## src/rtl/hazard_stall_unit.sv

```systemverilog
// Hazard stall unit: load-use and MDU-busy stalls, branch flush of IF/ID.
// Drives PC / IF/ID / ID/EX controls and keeps a saturating stall counter.
module hazard_stall_unit #(
  parameter int MDU_LATENCY = 4,
  parameter int CNT_W       = 16
) (
  input  logic             clk,
  input  logic             rst_n,
  input  logic [4:0]       id_rs,
  input  logic [4:0]       id_rt,
  input  logic             id_uses_rt,
  input  logic             idex_memread,
  input  logic [4:0]       idex_rt,
  input  logic             id_mdu_start,
  input  logic             id_reads_hilo,
  input  logic             ex_branch_taken,
  output logic             pc_write,
  output logic             ifid_write,
  output logic             ifid_flush,
  output logic             idex_bubble,
  output logic             mdu_busy,
  output logic             mdu_done,
  output logic [CNT_W-1:0] stall_cnt
);

  localparam int MW = $clog2(MDU_LATENCY + 1);

  localparam logic RUN = 1'b0;
  localparam logic MDU = 1'b1;

  logic             state_q, state_d;
  logic [MW-1:0]    mcnt_q, mcnt_d;
  logic [CNT_W-1:0] scnt_q, scnt_d;

  logic load_use;
  logic mdu_hold;
  logic stall;
  logic issue;
  logic last;

  assign load_use = idex_memread
                  & (idex_rt != 5'd0)
                  & ((idex_rt == id_rs)
                  | (id_uses_rt & (idex_rt == id_rt)));

  assign mdu_hold = (state_q == MDU)
                  & (id_mdu_start | id_reads_hilo);

  assign stall = (load_use | mdu_hold) & ~ex_branch_taken;
  assign issue = (state_q == RUN) & id_mdu_start
               & ~stall & ~ex_branch_taken;
  assign last  = (mcnt_q == MW'(1));

  always_comb begin
    state_d = state_q;
    mcnt_d  = mcnt_q;
    unique case (state_q)
      RUN: begin
        if (issue) begin
          state_d = MDU;
          mcnt_d  = MW'(MDU_LATENCY);
        end
      end
      MDU: begin
        if (last) begin
          state_d = RUN;
          mcnt_d  = '0;
        end else begin
          mcnt_d = mcnt_q - MW'(1);
        end
      end
      default: begin
        state_d = RUN;
        mcnt_d  = '0;
      end
    endcase
  end

  // Saturate rather than wrap so a long stall never reads as a short one
  always_comb begin
    scnt_d = scnt_q;
    if (stall && (scnt_q != '1)) begin
      scnt_d = scnt_q + CNT_W'(1);
    end
  end

  always_ff @(posedge clk or negedge rst_n) begin
    if (!rst_n) begin
      state_q <= RUN;
      mcnt_q  <= '0;
      scnt_q  <= '0;
    end else begin
      state_q <= state_d;
      mcnt_q  <= mcnt_d;
      scnt_q  <= scnt_d;
    end
  end

  always_comb begin
    pc_write    = 1'b1;
    ifid_write  = 1'b1;
    ifid_flush  = 1'b0;
    idex_bubble = 1'b0;
    unique case (1'b1)
      ex_branch_taken: begin
        ifid_flush  = 1'b1;
        idex_bubble = 1'b1;
      end
      stall: begin
        pc_write    = 1'b0;
        ifid_write  = 1'b0;
        idex_bubble = 1'b1;
      end
      default: begin
        pc_write = 1'b1;
      end
    endcase
    mdu_busy = (state_q == MDU);
    mdu_done = (state_q == MDU) & last;
    // Hold the pipeline frozen with a nop in ID/EX while in reset
    if (!rst_n) begin
      pc_write    = 1'b0;
      ifid_write  = 1'b0;
      ifid_flush  = 1'b1;
      idex_bubble = 1'b1;
      mdu_busy    = 1'b0;
      mdu_done    = 1'b0;
    end
  end

  assign stall_cnt = scnt_q;

endmodule

```

## config.mk

```make
export PLATFORM = sky130hd
export DESIGN_NAME = hazard_stall_unit
export DESIGN_NICKNAME = d
export VERILOG_FILES = /design/src/rtl/hazard_stall_unit.sv
export SDC_FILE = /design/constraint.sdc
export NUM_CORES = 1
export LEC_CHECK = 0
export CAP_MARGIN = 15
export CORE_MARGIN = 2
export CORE_UTILIZATION = 45
export CTS_BUF_LIST = sky130_fd_sc_hd__clkbuf_16
export DETAILED_ROUTE_END_ITERATION = 10
export PLACE_DENSITY = 0.82
export SKIP_LAST_GASP = 1
export SYNTH_ARGS = -nofsm -noshare
export SYNTH_HDL_FRONTEND = slang
export SYNTH_SLANG_ARGS = --single-unit
```

## constraint.sdc

```tcl
create_clock -name clk -period 3.4 [get_ports clk]
set_clock_uncertainty 0.1 [all_clocks]
set_input_delay 1.02 -clock clk [delete_from_list [all_inputs] [get_ports clk]]
set_output_delay 1.02 -clock clk [all_outputs]
set_load 0.05 [all_outputs]
```

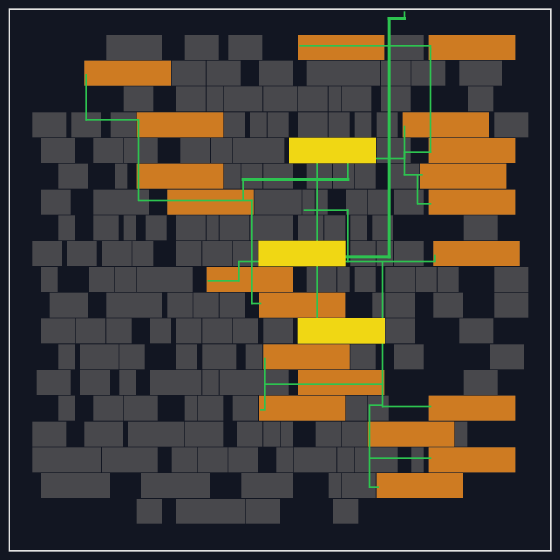
Fig. 1. Clock distribution (run 1).
[green] clock wires | length: 262 um
[orange] flip-flops | count: 20
[yellow] clock drivers | count: 3
routed clock nets	4
clock share of power: 0.208
insertion delay to the later sink of the worst-skew pair: 0.25 ns
clock group total power: 0.241 mW

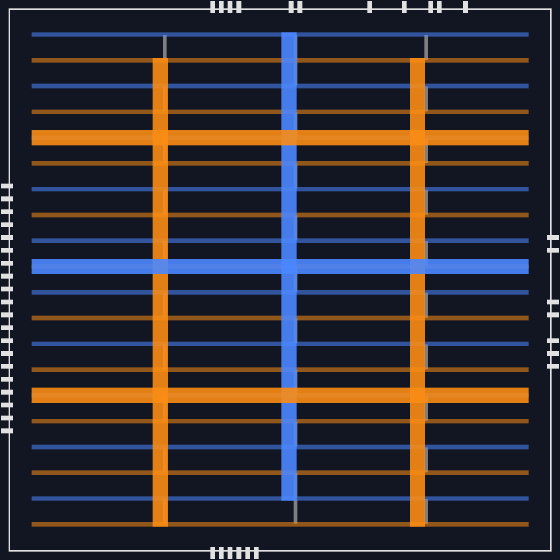
Fig. 2. Supply network (run 1).
Pins as bars on the die edge. Tap cells in grey.
colour	net
blue	VDD
orange	VSS
tap cells	31
rows	19
signal pins	44
met5 straps	3
met1 rails	20
Die Y: 57.0 um
maximum vdd ir drop: 0.431 mV
width of the chip: 57.0 um

==> reports/highlights.md, run 1 <==
• finished, violations left — run status
• setup timing — violated checks
• 1 — number of H-tree branching levels
• 18 — largest net degree at the start of global routing
• 1.29 ns — FF-to-FF setup slack
• 0.519 ns — worst-margin pin slew
• reg2reg — HP Class
• 2400 um — HPWL after detailed placement
• 0 — number of endpoints with negative hold slack in the final report
• sky130_fd_sc_hd__clkdlybuf4s50_1 (20), sky130_fd_sc_hd__dfrtp_1 (20), sky130_fd_sc_hd__buf_4 (17) — commonest cells after routing, fill and taps aside
• 19 — number of placement rows
• 59.8% — synthesis-to-layout area growth
• 0 — initial antenna violation count
• 0.653 — worst-case headroom to the max-slew limit
• 20 — TritonCTS Sinks
• 0 — Post-route DRC
• 3250 um — Detailed Route WL
• 15.1 um — final routed wire length divided by cell count
• 0 — count of flip-flops with a built-in enable after synthesis
• 5360 um — wire length of the first global-routing pass
• 0.313 — sequential fraction of design power
• sky130_fd_sc_hd__dfrtp_1 — cell with the most instances after synthesis
• 0 — n_diodes
• 0.396 — Max-area cell share
• 3 — Crit path buffers/inverters
• 0.00271 sq mm — area of the placeable core
• 0.00325 sq mm — chip area
• 126 — yosys stat cell total
• 1.00 — Async S/R FF share, synth
• AND-OR/OR-AND gates — cell family with the largest share of critical-path delay
• stall_cnt[14]$_DFFE_PN0P_ — Hold Path Sink
• 575 mW/mm^2 — power density cells
• 0.479 — combinational group share of total power
• 0.209 — total global routing track utilization
• 44 — boundary pin count
• 1,162 — vias in the first global route
• 3.49 ns — clock period minus final worst setup slack
• 0.0295 — met3 Resource Use GR
• 286 MHz — maximum clock rate
• input port — nature of the critical path startpoint
• -0.0924 ns — crit path setup slack, layout
• 0 — antenna viol nets, final
• 0 — yosys warns
• 3 — clock buffers created by TritonCTS
• 3 — Max Fanout on Critical Path
• in2out — CP Class
• 0 — quantity of hold-fixing buffers added after cts
• 0.416 ns — WHS
• 0 — Max Cap Viol
• 20 — number of storage elements in the synthesis netlist
• 0.396 — register share after synthesis
• yes — RSZ-0062 raised after global routing
• 4 — Detailed Routing Iterations Pass 1
• sky130_fd_sc_hd__dfrtp_1 (20), sky130_fd_sc_hd__xor2_1 (13), sky130_fd_sc_hd__xnor2_1 (12) — most frequent cells after synthesis
• 2 — buffer depth of the longest clock path
• 0 — leftover overflow at the end of global routing
• 0 — max-slew violation count
• stall_cnt[0]$_DFFE_PN0P_ — Crit Reg-Reg Startpoint
• 30 — number of warnings the tools reported
• 211 — total number of nets in the final design
• 210 — cell total after placement
• 3 — Final setup violation count
• 37 — detailed router's first-iteration violation count
• 151 — Syn Nets
• 6 — count of cells along the worst register-to-register path
• yes — clock tree from TritonCTS
• 36 — Cell Type Count
• 126 — synthesized instance count
• sky130_fd_sc_hd__o22a_1 — Worst path slowest cell
• 0.920 nW — leak pwr
• 0.363 — global-route track usage on met2
• stall_cnt[1]$_DFFE_PN0P_ — terminus of the critical flop-to-flop path
• 0.00126 sq mm — area figure in the yosys stat output
• 0.22 ns — slowest stage delay, CP
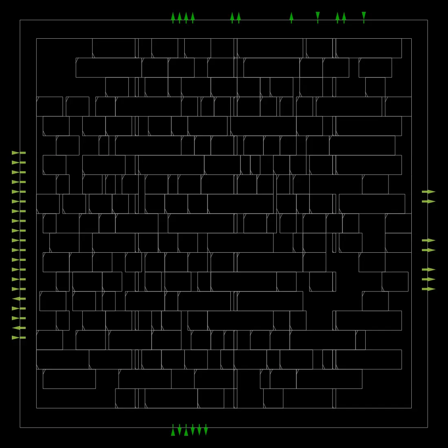
Fig. 3. Cell outlines without signal wires (run 1).
Well Taps: 31
FILL cells: 194

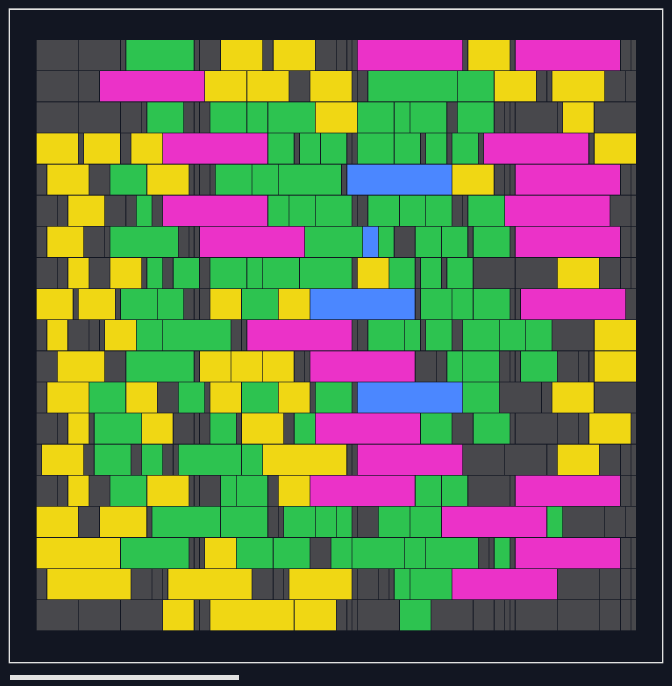
Fig. 4. Cell classes on the final placement (run 1).
Bar = 20 um. Fill, decap, tap and diode cells in grey.
colour	class	cells	share of their area
blue	clock drivers and dummy loads	4	4.0%
green	combinational and other logic	101	41%
magenta	sequential cells	20	25%
yellow	remaining buffers and delay cells	60	30%
fraction of area in registers: 0.248
area of all placed cells without fillers: 0.00202 sq mm
Layout Utilization: 0.745

==> run 1: flip-flops by register name, indices dropped and copies added, names as in the netlist <==
register and flops:
stall_cnt 16, mcnt_q 3, state_q 1
==> run 1: kinds of logic (layout without fill, tap and decap cells) <==
group,after synthesis,after routing,synth area share
AND-OR/OR-AND,11,11,0.0564
XOR/XNOR,25,25,0.173
adder cells (fa/ha/maj),3,3,0.0297
buffers and inverters,7,66,0.0248
flip-flops,20,20,0.396
multiplexers,1,1,0.0119
AND/OR/NAND/NOR,59,59,0.308
==> run 1: layer usage <==
metal	share of wire	wire [um]
met1	0.41	1320
met2	0.53	1730
met3	0.052	169
met4	0.0080	26
met5	0	0
==> run 1: cell type report <==
type,instances,area (sq um)
Multi-Input combinational cell,99,802
Fill cell,194,691
Timing Repair Buffer,60,592
Sequential cell,20,500
Clock buffer,3,75.1
Tap cell,31,38.8
Inverter,2,7.51
Clock inverter,1,3.75
==> run 1: how the worst max path moves through the flow <==
stage,start,to,cells after the start
3_5_place_dp,idex_rt[1],idex_bubble,6
4_1_cts,idex_rt[1],idex_bubble,6
5_1_grt,idex_rt[1],pc_write,9
3_3_place_gp,idex_rt[1],idex_bubble,6
2_1_floorplan,idex_rt[1],pc_write,6
6_report,idex_rt[1],pc_write,9
==> run 1: repair_timing <==
item                                    4_1_cts  5_1_grt
gates resized                                47        6
endpoints found under the setup margin        4        4
pin swaps                                    20        6
setup buffers                                 1        1
==> run 1: worst reg2reg max path, stage by stage, from the launching register on <==
cell and delay [ns]:
sky130_fd_sc_hd__dfrtp_1 0.45, sky130_fd_sc_hd__ha_1 0.28, sky130_fd_sc_hd__nand4_1 0.13, sky130_fd_sc_hd__nor2_1 0.08, sky130_fd_sc_hd__nand2_1 0.14, sky130_fd_sc_hd__or4b_4 0.50
sky130_fd_sc_hd__mux2_4 0.31
==> run 1: power groups by stage <==
stage	registers [mW]	logic, mW	clock network (mW)
global placement	0.360	0.530	0
global route	0.377	0.600	0.254
floorplan	0.443	0.259	0
finish	0.364	0.556	0.241
CTS	0.361	0.553	0.245
detailed placement	0.365	0.548	0
==> run 1: stage by stage <==
step                      setup slack [ns]  power, mW  setup TNS, ns  instance area (sq um)
after floorplan                    -0.0606      0.701        -0.0606                   1280
after global placement              -0.518      0.890          -1.32                   1880
after detailed placement            -0.545      0.914          -1.42                   1880
after CTS                          -0.0790       1.16         -0.178                   1990
after global routing                -0.124       1.23         -0.362                   2020
final                              -0.0924       1.16         -0.270                   2020
==> run 1 -> run 2 <==
CAP_MARGIN = 30   (was 15)
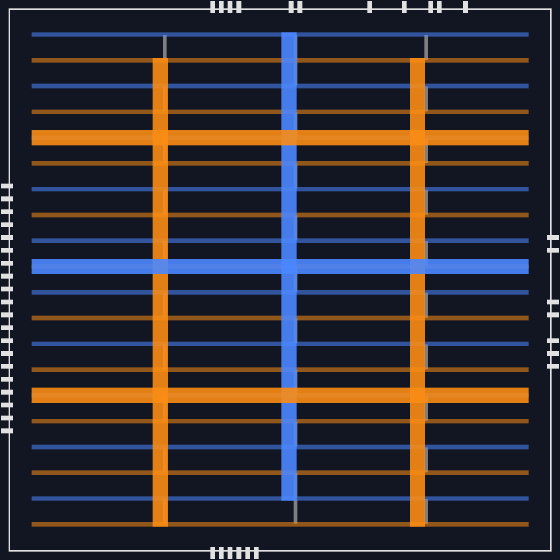
Fig. 5. Supply network (run 2).
Pins as bars on the die edge. Tap cells in grey.
colour	net
orange	VSS
blue	VDD
tap cells	31
signal pins	44
area of the placeable core: 0.00271 sq mm

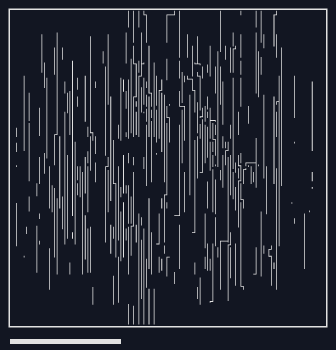
Fig. 6. Metal 2 (run 2).
Bar = 20 um.
share of all routed wire	53%
nets with wire on the layer	184
Detailed Route WL: 3250 um
global-route track usage on met2: 0.363

==> run 2 against run 1 <==
- the run still ends with setup timing left
- register-to-register slack hardly changed
- largest cell class unchanged
- synthesized cell count stayed put
- combinational power is essentially flat
- via count is the same
- critical path depth unchanged
- routed wire length stayed put
- sequential cell count unchanged
- utilization is the same
- total power stayed put
==> reports/highlights.md, run 2 <==
• -0.0924 ns — crit path setup slack, layout, unchanged
• yes — RSZ-0062 raised after global routing
• 3.49 ns — clock period minus final worst setup slack, unchanged
• 0 — yosys warns, unchanged
• 0.519 ns — worst-margin pin slew, unchanged
• -0.270 ns — post-route setup TNS, unchanged
• 1.00 — Async S/R FF share, synth, unchanged
• 194 — FILL cells, unchanged
• finished, violations left — run status
• reg2reg — HP Class
• 0.653 — worst-case headroom to the max-slew limit, unchanged
• 0.396 — Max-area cell share, unchanged
• 0 — quantity of hold-fixing buffers added after cts, unchanged
• 0 — Post-route DRC, unchanged
• 3 — clock buffers created by TritonCTS, unchanged
• 286 MHz — maximum clock rate, unchanged
• 1 — number of H-tree branching levels, unchanged
• 0.745 — Layout Utilization, unchanged
• 151 — Syn Nets, unchanged
• 44 — boundary pin count, unchanged
• 37 — detailed router's first-iteration violation count, unchanged
• 0 — max-slew violation count, unchanged
• 0.209 — total global routing track utilization, unchanged
• 575 mW/mm^2 — power density cells, unchanged
• 59.8% — synthesis-to-layout area growth, unchanged
• input port — nature of the critical path startpoint
• in2out — CP Class
• 36 — Cell Type Count, unchanged
• 0.920 nW — leak pwr, unchanged
• 18 — largest net degree at the start of global routing, unchanged
• 0.0295 — met3 Resource Use GR, unchanged
• 0.00126 sq mm — area figure in the yosys stat output, unchanged
• yes — clock tree from TritonCTS
• sky130_fd_sc_hd__dfrtp_1 — cell with the most instances after synthesis
• 0 — leftover overflow at the end of global routing, unchanged
• 0 — number of endpoints with negative hold slack in the final report, unchanged
• 0.396 — register share after synthesis, unchanged
• setup timing — violated checks
• 126 — synthesized instance count, unchanged
• 0 — initial antenna violation count, unchanged
• 211 — total number of nets in the final design, unchanged
• 0 — Max Cap Viol, unchanged
• 0 — antenna viol nets, final, unchanged
• 19 — number of placement rows, unchanged
• 3 — Final setup violation count, unchanged
-- run 2: cell counts after synthesis --
No cell type changed its count.
-- run 2: repair_timing --
| item | 4_1_cts | 5_1_grt |
|---|---|---|
| pin swaps | 20 | 6 |
| endpoints found under the setup margin | 4 | 4 |
| endpoints found under the hold margin | 0 | 0 |
| resized | 47 | 6 |
| setup buffers | 1 | 1 |
-- run 2: worst max-delay path, cell delays in order --
cell                      delay [ns]
sky130_fd_sc_hd__buf_6          0.09
sky130_fd_sc_hd__buf_4          0.14
sky130_fd_sc_hd__xnor2_1        0.17
sky130_fd_sc_hd__nand4_1        0.14
sky130_fd_sc_hd__o22a_1         0.22
sky130_fd_sc_hd__nor2_2         0.15
sky130_fd_sc_hd__nor2_1         0.07
sky130_fd_sc_hd__o21a_4         0.22
sky130_fd_sc_hd__buf_12         0.15
-- run 2: cells by family (layout without fill, tap and decap cells) --
logic type               Yosys count  in the layout  synth area share
adder cells (fa/ha/maj)            3              3            0.0297
multiplexers                       1              1            0.0119
flip-flops                        20             20             0.396
buffers and inverters              7             66            0.0248
AND/OR/NAND/NOR                   59             59             0.308
XOR/XNOR                          25             25             0.173
AND-OR/OR-AND                     11             11            0.0564
-- run 2: through the flow --
step / hold WS, ns / power, mW / setup WS, ns / area, sq um / instances
2_1_floorplan: 0.434 / 0.701 / -0.0606 / 1280 / 126
3_3_place_gp: 0.377 / 0.890 / -0.518 / 1880 / 210
3_5_place_dp: 0.409 / 0.914 / -0.545 / 1880 / 210
4_1_cts: 0.416 / 1.16 / -0.0790 / 1990 / 215
5_1_grt: 0.425 / 1.23 / -0.124 / 2020 / 216
6_report: 0.416 / 1.16 / -0.0924 / 2020 / 216
-- run 2: final cells by class --
type                            count  area, sq um  share of cell area
Timing Repair Buffer               60          592               0.293
Clock inverter                      1         3.75             0.00186
Sequential cell                    20          500               0.248
Tap cell                           31         38.8              0.0192
Clock buffer                        3         75.1              0.0372
Multi-Input combinational cell     99          802               0.397
Inverter                            2         7.51             0.00372
-- run 2: where the power goes --
part           leakage (nW)  switching [mW]  internal [mW]
Combinational         0.618           0.311          0.246
Sequential            0.263          0.0718          0.292
Clock                0.0385          0.0849          0.156
Total                 0.920           0.467          0.694
-- run 2: worst paths after layout --
path,start,endpoint,slack [ns],depth (start not counted)
worst max-delay path,idex_rt[1],pc_write,-0.09,9
worst min-delay path,stall_cnt[14]$_DFFE_PN0P_,stall_cnt[14]$_DFFE_PN0P_,0.42,1
worst max register to register,stall_cnt[0]$_DFFE_PN0P_,stall_cnt[1]$_DFFE_PN0P_,1.29,6
worst min register to register,stall_cnt[14]$_DFFE_PN0P_,stall_cnt[14]$_DFFE_PN0P_,0.42,1
max in group asynchronous,rst_n,stall_cnt[13]$_DFFE_PN0P_,2.23,2
min in group asynchronous,rst_n,stall_cnt[8]$_DFFE_PN0P_,0.78,2
-- run 2: layer usage --
metal | share of wire | routed length [um]
met2 | 0.53 | 1730
met5 | 0 | 0
met3 | 0.052 | 169
met1 | 0.41 | 1320
met4 | 0.0080 | 26
Power figures rest on the tool's default switching activity, not on a simulated workload.
